### src/rtl/pipe_run_ctrl.sv
// -----------------------------------------------------------------------------
// pipe_run_ctrl
// Run-control sequencer for the 16-bit pipelined core. It produces the single
// pipeline advance enable that gates the PC, the fetch/ID register and all
// inter-stage registers. It supports:
//   - free-run from the run switch
//   - single/multi-cycle step from a debounced push button
//   - a PC breakpoint that stops the pipeline while the PC holds bp_addr
// Status for LEDs and the seven-segment display is exported alongside.
//
// Parameters
//   DEBOUNCE    consecutive cycles the synchronized step level must differ from
//               the debounced level before the debounced level flips (1..65535)
//   STEP_CYCLES pipe_en cycles granted per step press (1..255)
//
// Ports
//   clk        in   system clock, rising edge
//   rst        in   asynchronous reset, active-high
//   step_btn   in   raw step button, active-high, asynchronous to clk
//   run_sw     in   raw run switch, asynchronous to clk; 1 = run
//   bp_en      in   breakpoint enable (static)
//   bp_addr    in   [15:0] breakpoint PC value (static)
//   pc         in   [15:0] current PC register output
//   pipe_en    out  pipeline advance enable (combinational from state and pc)
//   halted     out  1 in HALT or BREAK
//   bp_flag    out  1 in BREAK
//   state_out  out  [1:0] HALT=0, RUN=1, STEP=2, BREAK=3
//   cycle_cnt  out  [15:0] saturating count of cycles with pipe_en=1
// -----------------------------------------------------------------------------
module pipe_run_ctrl #(
  parameter int unsigned DEBOUNCE    = 4,
  parameter int unsigned STEP_CYCLES = 1
) (
  input  logic        clk,
  input  logic        rst,
  input  logic        step_btn,
  input  logic        run_sw,
  input  logic        bp_en,
  input  logic [15:0] bp_addr,
  input  logic [15:0] pc,
  output logic        pipe_en,
  output logic        halted,
  output logic        bp_flag,
  output logic [1:0]  state_out,
  output logic [15:0] cycle_cnt
);

  localparam int unsigned DB_W   = 16;
  localparam int unsigned STEP_W = 8;
  localparam int unsigned CNT_W  = 16;

  localparam logic [DB_W-1:0]   DB_LAST   = DB_W'(DEBOUNCE - 1);
  localparam logic [STEP_W-1:0] STEP_LAST = STEP_W'(STEP_CYCLES - 1);
  localparam logic [CNT_W-1:0]  CNT_MAX   = '1;

  typedef enum logic [1:0] {
    S_HALT  = 2'd0,
    S_RUN   = 2'd1,
    S_STEP  = 2'd2,
    S_BREAK = 2'd3
  } state_t;

  // Synchronizer and debounce state
  logic              r_step_s1;
  logic              r_step_s;
  logic              r_run_s1;
  logic              r_run_s;
  logic              r_db;
  logic              r_db_d;
  logic [DB_W-1:0]   r_db_cnt;
  logic              r_step_pulse;

  // Sequencer state
  state_t            r_state;
  logic [STEP_W-1:0] r_step_cnt;
  logic              r_bp_skip;
  logic [CNT_W-1:0]  r_cycle_cnt;

  logic              w_step_diff;
  logic              w_bp_hit;
  logic              w_pipe_en;
  logic              w_break_exit;

  // Two-flop synchronizers; nothing else looks at the raw board inputs.
  always_ff @(posedge clk or posedge rst) begin
    if (rst) begin
      r_step_s1 <= 1'b0;
      r_step_s  <= 1'b0;
      r_run_s1  <= 1'b0;
      r_run_s   <= 1'b0;
    end else begin
      r_step_s1 <= step_btn;
      r_step_s  <= r_step_s1;
      r_run_s1  <= run_sw;
      r_run_s   <= r_run_s1;
    end
  end

  // Debounce: the level must stay different for DEBOUNCE cycles before it is
  // accepted, for both press and release.
  assign w_step_diff = r_step_s ^ r_db;

  // The press edge is registered so the sequencer sees a flop, never the
  // debounce compare; one pulse per accepted press.
  always_ff @(posedge clk or posedge rst) begin
    if (rst) begin
      r_db         <= 1'b0;
      r_db_d       <= 1'b0;
      r_db_cnt     <= '0;
      r_step_pulse <= 1'b0;
    end else begin
      r_db_d       <= r_db;
      r_step_pulse <= r_db & ~r_db_d;
      if (!w_step_diff) begin
        r_db_cnt <= '0;
      end else if (r_db_cnt == DB_LAST) begin
        r_db     <= r_step_s;
        r_db_cnt <= '0;
      end else begin
        r_db_cnt <= r_db_cnt + DB_W'(1);
      end
    end
  end

  // Breakpoint compare is combinational so the PC never advances past bp_addr.
  assign w_bp_hit     = bp_en & (r_state == S_RUN) & (pc == bp_addr) & ~r_bp_skip;
  assign w_pipe_en    = ((r_state == S_RUN) & ~w_bp_hit) | (r_state == S_STEP);
  assign w_break_exit = (r_state == S_BREAK) & (~r_run_s | r_step_pulse);

  // Run-control sequencer.
  always_ff @(posedge clk or posedge rst) begin
    if (rst) begin
      r_state    <= S_HALT;
      r_step_cnt <= '0;
    end else begin
      case (r_state)
        S_HALT: begin
          // Run takes priority; a coincident step pulse is dropped.
          if (r_run_s) begin
            r_state <= S_RUN;
          end else if (r_step_pulse) begin
            r_state    <= S_STEP;
            r_step_cnt <= '0;
          end
        end
        S_RUN: begin
          if (!r_run_s) begin
            r_state <= S_HALT;
          end else if (w_bp_hit) begin
            r_state <= S_BREAK;
          end
        end
        S_STEP: begin
          // Step burst runs to completion; run switch and new presses wait.
          if (r_step_cnt == STEP_LAST) begin
            r_state <= S_HALT;
          end else begin
            r_step_cnt <= r_step_cnt + STEP_W'(1);
          end
        end
        S_BREAK: begin
          if (!r_run_s) begin
            r_state <= S_HALT;
          end else if (r_step_pulse) begin
            r_state <= S_RUN;
          end
        end
        default: r_state <= S_HALT;
      endcase
    end
  end

  // Skip flag masks the breakpoint after leaving BREAK until the PC moves off
  // bp_addr, so resuming does not immediately re-trigger.
  always_ff @(posedge clk or posedge rst) begin
    if (rst) begin
      r_bp_skip <= 1'b0;
    end else if (w_break_exit) begin
      r_bp_skip <= 1'b1;
    end else if (r_bp_skip && (pc != bp_addr)) begin
      r_bp_skip <= 1'b0;
    end
  end

  // Saturating count of advanced cycles; cleared only by reset.
  always_ff @(posedge clk or posedge rst) begin
    if (rst) begin
      r_cycle_cnt <= '0;
    end else if (w_pipe_en && (r_cycle_cnt != CNT_MAX)) begin
      r_cycle_cnt <= r_cycle_cnt + CNT_W'(1);
    end
  end

  assign pipe_en   = w_pipe_en;
  assign halted    = (r_state == S_HALT) | (r_state == S_BREAK);
  assign bp_flag   = (r_state == S_BREAK);
  assign state_out = r_state;
  assign cycle_cnt = r_cycle_cnt;

endmodule

### config.mk
export PLATFORM = sky130hd
export DESIGN_NAME = pipe_run_ctrl
export DESIGN_NICKNAME = d
export VERILOG_FILES = /design/src/rtl/pipe_run_ctrl.sv
export SDC_FILE = /design/constraint.sdc
export NUM_CORES = 1
export LEC_CHECK = 0
export CORE_AREA = 2 2 72 74
export DETAILED_ROUTE_END_ITERATION = 10
export DIE_AREA = 0 0 74 76
export PLACE_DENSITY = 0.89
export SETUP_SLACK_MARGIN = 0.15
export SLEW_MARGIN = 10
export SYNTH_ARGS = -nofsm -noshare
export SYNTH_HDL_FRONTEND = slang
export SYNTH_SLANG_ARGS = --single-unit
### constraint.sdc
create_clock -name clk -period 3.3 [get_ports clk]
set_input_delay 0.66 -clock clk [delete_from_list [all_inputs] [get_ports clk]]
set_output_delay 0.66 -clock clk [all_outputs]
set_load 0.005 [all_outputs]
==> out/metrics.cfg, run 1 <==
[drt]
route.final.wire_length_um=5265

[logic_synthesis]
postSynthSeqShare_pct=49.26
synthFlopType=dfrtp_1
synthesis.area_per_instance_um2=10.45
synth_flop_count=50
synth.yosys.num_cells=243
warning_count_from_the_yosys_run=0
ys_async_sr_fraction_pct=100.0
floorplan.nets=288

[power_and_ir_drop]
comb_power_share_pct=35.0
cell_internal_pwr_uw=1181
vdd_drop_max_v=0.0002850
pwr_density_cell_nw_per_um2=537.2

[sta]
report.final.slew_viol_count=0
grt_setup_unrepaired=no
final_min_period_over_clock_period_pct=86.00
finalHoldViolCount=0
worst_slew_pin_slew_ps=760.2
max_clock_freq_mhz=352.4
final.min_clock_period_ps=2838
slew_headroom_pct=49.21

[global_routing]
grt_max_degree=19
antenna_found_initial=0
total_global_routing_track_utilization_pct=19.23
gr_ovfl_total=0

[place]
pre_cts_slack_ps=145.0
numPlacedInstances=371

[worst_setup_path]
crit_path_cell_chain=clkdlybuf4s50_1 -> xor2_1 -> nor4_1 -> nand4_1 -> o21ai_2 -> nand2_1 -> dlymetal6s2s_1
critical-path-slowest-cell=clkdlybuf4s50_1
setup.worst_path.end=pipe_en
required_time_at_the_endpoint_of_the_critical_path_ps=2640
path_delay_family=buffers and inverters
rr_endpoint=r_step_cnt[4]

[floorplan]
chip_area_um2=5624
core_rows=26
die_x_um=74

[clock_tree]
post_cts.resized_instances=1
clock_sinks=50
clock.latency.late_pin_ps=300
clock_tree.buffer_depth=2
clock_tree.root_cell=clkbuf_8
post-cts-setup-buffers=1
cts-buffers-inserted=5

[worst_hold_path]
hold_path_startpoint=r_run_s1
timing.hold.worst_endpoint=r_run_s

[status]
status=complete, no violations

[layout]
layoutNonFillerInstCount=380

[job]
warnings=30

run 1: power by group through the flow:
stage | Sequential, µW | Clock [µW] | Combinational [µW]
floorplan | 805 | 0 | 343
global placement | 816 | 0 | 607
detailed placement | 822 | 0 | 622
CTS | 810 | 362 | 636
global route | 830 | 393 | 697
finish | 812 | 351 | 625
run 1: layer usage:
metal / global-route usage (%) / wire length [µm] / up-vias
li1: - / - / 965
met5: 0 / 0 / -
met4: 4.000 / 45 / 0
met3: 5.159 / 415 / 6
met1: 23.43 / 2138 / 954
met2: 33.66 / 2664 / 64
run 1: layout make-up:
cell class | instances | area share [%]
clock buffers | 5 | 2.068
clock inverters | 3 | 0.6391
inverters | 11 | 1.241
multi-input cells | 180 | 37.71
flip-flops and latches | 50 | 37.59
well taps | 70 | 2.632
repair buffers | 61 | 18.12
Figure 1. Met1 routing (run 1).
The bar under the picture is 20 µm long. Cells faint in the background.
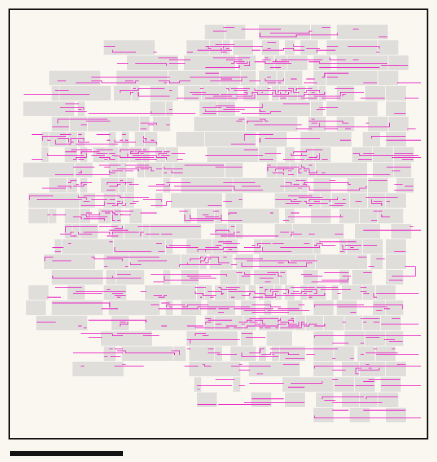
share of all routed wire: 41%
main direction: horizontal
fraction of met1 tracks used by global routing: 23.43%
vias: 1,989

Figure 2. Signal wires on met2 (run 1).
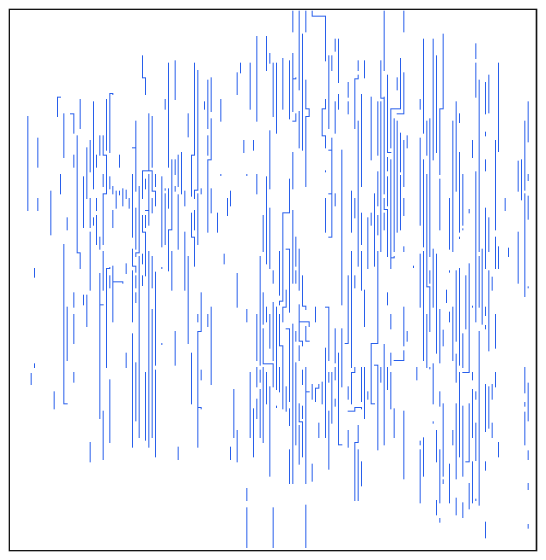
nets with wire on the layer: 305
main direction: vertical
wire length on this layer: 2,660 µm
share of all routed wire: 51%
longest straight run: 27.5 µm

Figure 3. M3 wires (run 1).
The bar under the picture is 20 µm long.
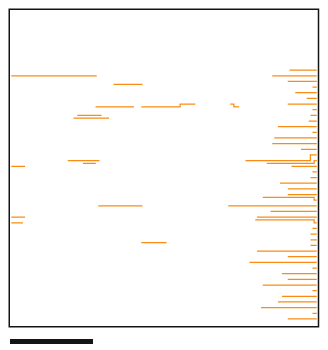
wire length on this layer: 416 µm
nets with wire on the layer: 55
longest straight run: 20.9 µm
main direction: horizontal
share of all routed wire: 7.9%

==> run 1 -> run 2 <==
--- a/config.mk
+++ b/config.mk
@@ -5,6 +5,7 @@
 export SDC_FILE = /design/constraint.sdc
 export NUM_CORES = 1
 export LEC_CHECK = 0
+export ABC_CLOCK_PERIOD_IN_PS = 3300
 export CORE_AREA = 2 2 72 74
 export DETAILED_ROUTE_END_ITERATION = 10
 export DIE_AREA = 0 0 74 76
Figure 4. Signal wires on met2 (run 2).
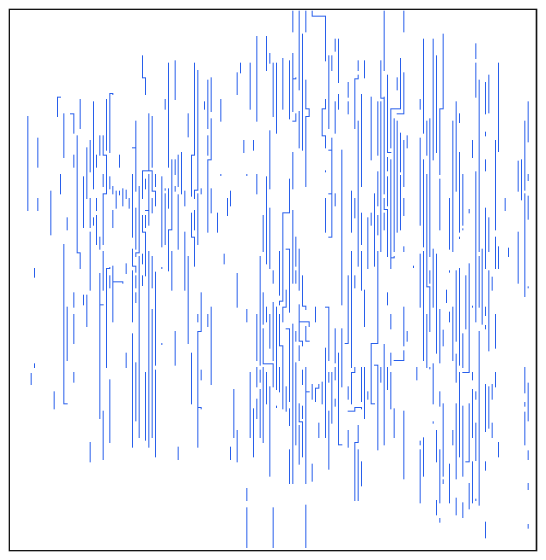
main direction: vertical
share of all routed wire: 51%
wire length on this layer: 2,660 µm
longest straight run: 27.5 µm
nets with wire on the layer: 305
met2 layer usage reported by global route: 33.66%
wire length reported by the detailed router: 5265 µm

==> out/metrics.cfg, run 2 <==
[floorplan]
well_tap_count=70
chip_area_um2=5624
die_x_um=74
core_rows=26

[layout]
inverters=11
largestClassByArea=combinational gates
layout.clock_buffers=5
comb_area_share_pct=37.71
num-nonclk-buffers=61
layoutNonFillerInstCount=380

[global_routing]
grt_max_degree=19
total_global_routing_track_utilization_pct=19.23
gr_ovfl_total=0
antenna_found_initial=0

[place]
pre_cts_slack_ps=145.0
numPlacedInstances=371

[sta]
final_min_period_over_clock_period_pct=86.00
slew_headroom_pct=49.21
worst_slew_pin_slew_ps=760.2
finalHoldViolCount=0
max_clock_freq_mhz=352.4
grt_setup_unrepaired=no

[status]
status=complete, no violations

[logic_synthesis]
floorplan.nets=288
warning_count_from_the_yosys_run=0
synthesis.area_per_instance_um2=10.45
synth_flop_count=50
synth.yosys.num_cells=243
synthFlopType=dfrtp_1

[clock_tree]
clock_sinks=50
clock.latency.late_pin_ps=300
clock_tree.buffer_depth=2
cts-buffers-inserted=5

[worst_setup_path]
critical-path-slowest-cell=clkdlybuf4s50_1
crit_path_cell_chain=clkdlybuf4s50_1 -> xor2_1 -> nor4_1 -> nand4_1 -> o21ai_2 -> nand2_1 -> dlymetal6s2s_1

[job]
warnings=30

run 2: worst paths after layout:
check,end,cells after the start
min in group asynchronous,cycle_cnt[5],2
hold reg to reg,r_run_s,0
hold / removal,r_run_s,0
setup / recovery,pipe_en,7
setup reg to reg,r_step_cnt[4],9
max in group asynchronous,r_db_cnt[6],3
run 2: power breakdown:
part           switching [µW]  internal (µW)
logic                     297            328
registers                 108            704
clock network             202            149
total                     607           1180
run 2: what timing repair did:
item                       in CTS  in global routing
buffers inserted                1                  0
resized                         1                  3
setup endpoints to repair       1                  1
hold buffers                    0                  0
pin swaps                       3                  5
run 2: per-layer routing:
layer,part of all wire (%),track usage (%),vias up
li1,-,-,965
met1,41,23.43,954
met2,51,33.66,64
met3,7.9,5.159,6
met4,0.85,4.000,0
met5,0,0,-
Power is estimated from default activity; no workload was simulated.
